Metal 4:
Bar = 50 um. Supply wires on this layer in grey.
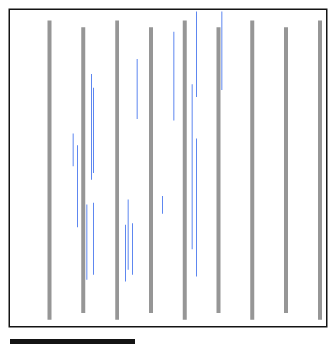
Placement view:
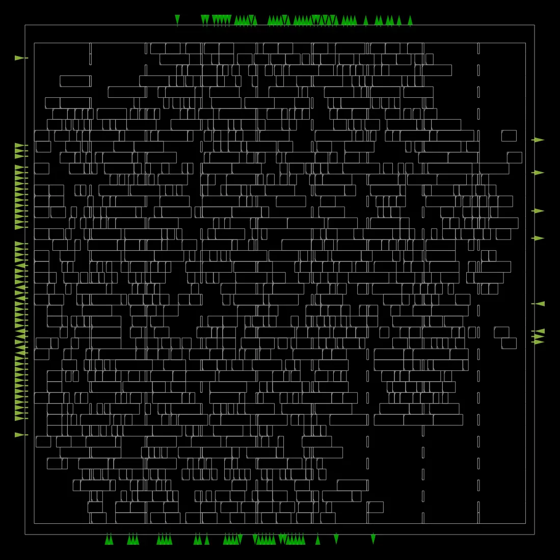
--- config.mk ---
export PLATFORM = sky130hd
export DESIGN_NAME = limb_master
export DESIGN_NICKNAME = d
export VERILOG_FILES = /design/src/rtl/limb_master.sv
export SDC_FILE = /design/constraint.sdc
export NUM_CORES = 1
export LEC_CHECK = 0
export CORE_MARGIN = 2
export CORE_UTILIZATION = 40
export CTS_CLUSTER_DIAMETER = 80
export DETAILED_ROUTE_END_ITERATION = 7
export GPL_TIMING_DRIVEN = 1
export PLACE_DENSITY = 0.66
export SLEW_MARGIN = 20
export SYNTH_ARGS = -nofsm -noshare
export SYNTH_HDL_FRONTEND = slang
export SYNTH_SLANG_ARGS = --single-unit
--- constraint.sdc ---
create_clock -name clk -period 3.3 [get_ports clk]
set_input_delay 0.99 -clock clk [delete_from_list [all_inputs] [get_ports clk]]
set_output_delay 0.99 -clock clk [all_outputs]
set_load 0.02 [all_outputs]
--- src/rtl/limb_master.sv ---
// limb_master: initiator end of the LIMB byte-serial bus.
// Turns single-word read/write requests into LIMB frames
// (CMD, ADDR0..4, then WDATA0..3 or TURN + RDATA0..3, then DONE).
// Each frame byte occupies one bus period of 2*CLK_DIV clk cycles.
// The responder can stretch any period by holding limb_nwait low.
module limb_master #(
  parameter int CLK_DIV      = 2,
  parameter int WAIT_TIMEOUT = 255
) (
  input  logic        clk,
  input  logic        reset,
  input  logic        req_valid,
  output logic        req_ready,
  input  logic        req_we,
  input  logic [35:0] req_adr,
  input  logic [3:0]  req_sel,
  input  logic [31:0] req_wdat,
  output logic        rsp_valid,
  output logic        rsp_err,
  output logic [31:0] rsp_rdat,
  input  logic [7:0]  limb_d_in,
  output logic [7:0]  limb_d_out,
  output logic        limb_d_oe,
  output logic        limb_clk,
  output logic        limb_start,
  output logic        limb_nrd,
  input  logic        limb_nwait,
  input  logic        limb_nreq,
  output logic        irq
);

  typedef enum logic [2:0] {IDLE, CMD, ADDR, WDATA, TURN, RDATA, DONE} state_t;

  localparam logic [8:0]  PHASE_LAST = 9'(2 * CLK_DIV - 1);
  localparam logic [8:0]  PHASE_HIGH = 9'(CLK_DIV);
  localparam logic [15:0] WAIT_LAST  = 16'(WAIT_TIMEOUT - 1);

  state_t      state, state_next;
  logic [8:0]  phase;
  logic [2:0]  byte_cnt;
  logic [15:0] wait_cnt;
  logic        ready_en;
  logic        lat_we;
  logic [35:0] lat_adr;
  logic [3:0]  lat_sel;
  logic [31:0] lat_wdat;
  logic [31:0] rdat_q;
  logic        err_q;
  logic        irq_meta, irq_q;

  logic        period_end, in_frame, advance, waited, timeout, accept;
  logic [39:0] addr_word;

  assign period_end = (phase == PHASE_LAST);
  assign in_frame   = (state inside {CMD, ADDR, WDATA, TURN, RDATA});
  assign advance    = in_frame && period_end && limb_nwait;
  assign waited     = in_frame && period_end && !limb_nwait;
  assign timeout    = waited && (wait_cnt == WAIT_LAST);
  assign accept     = req_valid && req_ready;
  assign addr_word  = {4'h0, lat_adr};

  assign rsp_err  = err_q;
  assign rsp_rdat = rdat_q;
  assign irq      = irq_q;

  // State register; reset drops any frame in flight straight back to IDLE.
  always_ff @(posedge clk) begin
    if (reset) state <= IDLE;
    else       state <= state_next;
  end

  // Next-state logic: states advance only on accepted period ends; a timeout overrides everything.
  always_comb begin
    state_next = state;
    case (state)
      IDLE:  if (accept) state_next = CMD;
      CMD:   if (advance) state_next = ADDR;
      ADDR:  if (advance && byte_cnt == 3'd4) state_next = lat_we ? WDATA : TURN;
      WDATA: if (advance && byte_cnt == 3'd3) state_next = DONE;
      TURN:  if (advance) state_next = RDATA;
      RDATA: if (advance && byte_cnt == 3'd3) state_next = DONE;
      DONE:  if (period_end) state_next = IDLE;
      default: state_next = IDLE;
    endcase
    if (timeout) state_next = DONE;
  end

  // Bus outputs decoded from the current state, byte index and period phase.
  always_comb begin
    req_ready  = 1'b0;
    rsp_valid  = 1'b0;
    limb_d_out = 8'h00;
    limb_d_oe  = 1'b0;
    limb_clk   = 1'b0;
    limb_start = 1'b0;
    limb_nrd   = 1'b1;
    case (state)
      IDLE: req_ready = ready_en;
      CMD: begin
        limb_start = 1'b1;
        limb_d_oe  = 1'b1;
        limb_d_out = {lat_we, 3'b000, lat_sel};
      end
      ADDR: begin
        limb_d_oe = 1'b1;
        case (byte_cnt)
          3'd0:    limb_d_out = addr_word[39:32];
          3'd1:    limb_d_out = addr_word[31:24];
          3'd2:    limb_d_out = addr_word[23:16];
          3'd3:    limb_d_out = addr_word[15:8];
          3'd4:    limb_d_out = addr_word[7:0];
          default: limb_d_out = 8'h00;
        endcase
      end
      WDATA: begin
        limb_d_oe = 1'b1;
        case (byte_cnt[1:0])
          2'd0:    limb_d_out = lat_wdat[31:24];
          2'd1:    limb_d_out = lat_wdat[23:16];
          2'd2:    limb_d_out = lat_wdat[15:8];
          default: limb_d_out = lat_wdat[7:0];
        endcase
      end
      TURN, RDATA: limb_nrd = 1'b0;
      DONE: rsp_valid = (phase == 9'd0);
      default: ;
    endcase
    if (in_frame) limb_clk = (phase >= PHASE_HIGH);
  end

  // Period timing, byte/wait counters, request latch and response capture.
  always_ff @(posedge clk) begin
    if (reset) begin
      ready_en <= 1'b0;
      phase    <= 9'd0;
      byte_cnt <= 3'd0;
      wait_cnt <= 16'd0;
      lat_we   <= 1'b0;
      lat_adr  <= 36'd0;
      lat_sel  <= 4'd0;
      lat_wdat <= 32'd0;
      rdat_q   <= 32'd0;
      err_q    <= 1'b0;
    end else begin
      ready_en <= 1'b1;

      if (state == IDLE || period_end) phase <= 9'd0;
      else                             phase <= phase + 9'd1;

      if (state_next != state) byte_cnt <= 3'd0;
      else if (advance)        byte_cnt <= byte_cnt + 3'd1;

      if (!in_frame || advance) wait_cnt <= 16'd0;
      else if (waited)          wait_cnt <= wait_cnt + 16'd1;

      if (accept) begin
        lat_we   <= req_we;
        lat_adr  <= req_adr;
        lat_sel  <= req_sel;
        lat_wdat <= req_wdat;
        rdat_q   <= 32'd0;
        err_q    <= 1'b0;
      end

      if (state == RDATA && advance) rdat_q <= {rdat_q[23:0], limb_d_in};

      if (timeout) begin
        err_q  <= 1'b1;
        rdat_q <= 32'd0;
      end
    end
  end

  // Two-flop synchroniser turning the active-low service request into irq.
  always_ff @(posedge clk) begin
    if (reset) begin
      irq_meta <= 1'b0;
      irq_q    <= 1'b0;
    end else begin
      irq_meta <= ~limb_nreq;
      irq_q    <= irq_meta;
    end
  end

endmodule
==> CHANGELOG.md <==
### Physical design

* Cell Type Count at 50
* Antenna-violating nets left at 0
* Total global routing overflow at 0
* First-pass GRT wire length at 27.7 mm
* Count of tool warnings at 34
* Final Hold Slack at roughly 0.44 ns
* Total power at 0.00390 W
* Critical path arrival at 2.27 ns
* Buf/Inv on CP at 2
* GR peak layer: met2
* Max clock buf depth at 2
* Seq cells at 140
* Total length of routed met3 wires at 954 um
* PostCTS Resize Cnt at 25
* Multi-input gate share of total cell area at 36.7%
* Post-synth EDFFs at 0
* Die Wd at 127 um
* # nets final at between 900 and 1k
* Most common logic cells in the final layout: nand2_1, dfxtp_1, a21oi_1, clkdlybuf4s50_1, nand3_1
* R2R Setup Slk at 0.89 ns
* GPL Wtd Cong at around 0.96
* Critical path endpoint: limb_d_out[7]
* Die H at 127 um
* CP startpoint kind: flop
* Min-delay src: irq_meta
* CTS H-Tree Depth at 4
* First drt pass iteration count at 7
* Leakage power at 2.77 nW
* Placeable Area at 0.0146 mm2
* Worst reg2reg path depth at 7
* Starting DRT DRC Count at 524
* Int Power at 0.00296 W
* Top delay family on crit path: AND-OR/OR-AND gates
* Syn Inst Count at 757
* Combinational share of power at 7.2%
* Root buffer cell: clkbuf_16
* Critical Path RT at 2.31 ns
* TritonCTS Buffers at 17
* Comb power at around 0.00028 W
* Pin count of the biggest net entering global routing at 107
* Multiplexer share at 1.41%
* VDD IR max at about 0.4 mV
* Hold Fails Final Rpt at 0
* Vias in the first global route at ~5.7k
* Number of port buffers at 133
* Max layer used: met4
* Synth Cell Area at 0.00604 mm2
* Top comb family, area: simple AND/OR/NAND/NOR gates
* Register area at 0.00281 mm2
* Clock buffer count at 19
* Layout area overhead at 35.4%
* Global-route usage over all layers at 21.5%
* Clock-pin slew on the worst setup and hold paths at 0.06 ns
* CP cell instances: inv_2 -> ha_1 -> and2_2 -> a22o_1 -> a221oi_2 -> o22ai_1 -> clkdlybuf4s15_2
* Top cells by count: nand2_1, dfxtp_1, a21oi_1, clkbuf_1, nand3_1
* Crit path from: byte_cnt[0]
* Die area at around 0.016 mm2
* Hold path depth at 1
* Yosys Chip Area at roughly 0.0060 mm2
* XORs/XNORs by Area at 1.89%
* Ant. Diodes at 0
* Invs w/o clock at 14
* Post-synth ARST share at 0%
* Reg2reg start: phase[1]
* Setup Fix Bufs, Post-CTS at 0
* Period utilisation layout at 98.8%
* Worst slew margin at 66.7%
* Cell area leaders: dfxtp_1, nand2_1, a21oi_1
* Share of cells above drive strength 1 at 10.1%
* Stages on worst setup path at 7
* Count leader, synth: nand2_1
* Met1 WL at 7.20 mm
* WL/cell at 16.0 um
* Fmax at approximately 300 MHz
* Pre-CTS WS at about 0.019 ns
* Placed cell count at about 1.0k
* Status: finished clean
* YS warnings at 0
* DR WL met2 at 8.53 mm
* Final Slew Violations at 0
* Bufs w/o clock at 156
* Initial antenna violation count at 0
* Hold Path End: irq
* Placed Instance Area at 0.00758 mm2
* FP Util at about 41%
* Fin worst setup slack at 0.0394 ns
* CTS sink cnt at 140
* DRC viols at 0
* Comb gates at 548
* Seq. pwr at 0.00177 W
* Final wirelength at 17.2 mm
* Hold Path Class: flop to flop
* Vias at 5,831
* I/O pin count at 134
* Sw Ratio at 24.1%
* Post-CTS Hold Buffers at 0
* Critical-path top delay cell: dfxtp_2
* CP peak stage delay at 0.37 ns
* Synthesized Nets at 853
* DP Wirelength at roughly 12 mm
* PD cells at between 400 and 500 mW/mm2
* Non-clk buf share at 18.6%
* # setup viols final at 0
* Post-route minimum period at 3.26 ns
* Worst Max-Slew Pin Slew at 0.499 ns
* WS Path Type: flop to output port
* Post-synthesis sequential area ratio at 46.4%
* Vias per inst at 5.43
* Area leader, netlist: dfxtp_1
* Post-synth regs at 140
* Seq pwr share at 45.4%
* RR Endpoint: byte_cnt[0]
* Final non-filler cell total at 1,074
* Worst Clk Skew at 0.00767 ns
* Setup_tns at 0 ns
Notes on 'metal 4' above:
- wire length on this layer: 503 um
- share of all routed wire: 2.9%

Notes on 'placement view' above:
num rows: 44
sequential share of cell area: 34.3%
Fillers: 1,318
Final Core Density: 55.9%

## worst reg2reg max path, cell delays in order (launching register included)
cell	delay [ns]
dfxtp_1	0.45
ha_1	0.36
and2_1	0.23
a31oi_1	0.15
a2111oi_4	0.40
o21ai_2	0.09
mux2_4	0.32
nor4_1	0.31
## flip-flops by register name, summed over array words and instances (netlist names)
| name | count |
|---|---|
| lat_adr | 36 |
| lat_wdat | 32 |
| rsp_err | 1 |
| irq | 1 |
| state | 3 |
| lat_we | 1 |
| wait_cnt | 16 |
| irq_meta | 1 |
| rsp_rdat | 32 |
| lat_sel | 4 |
| phase | 9 |
| ready_en | 1 |
| byte_cnt | 3 |
Power figures rest on the tool's default switching activity, not on a simulated workload.
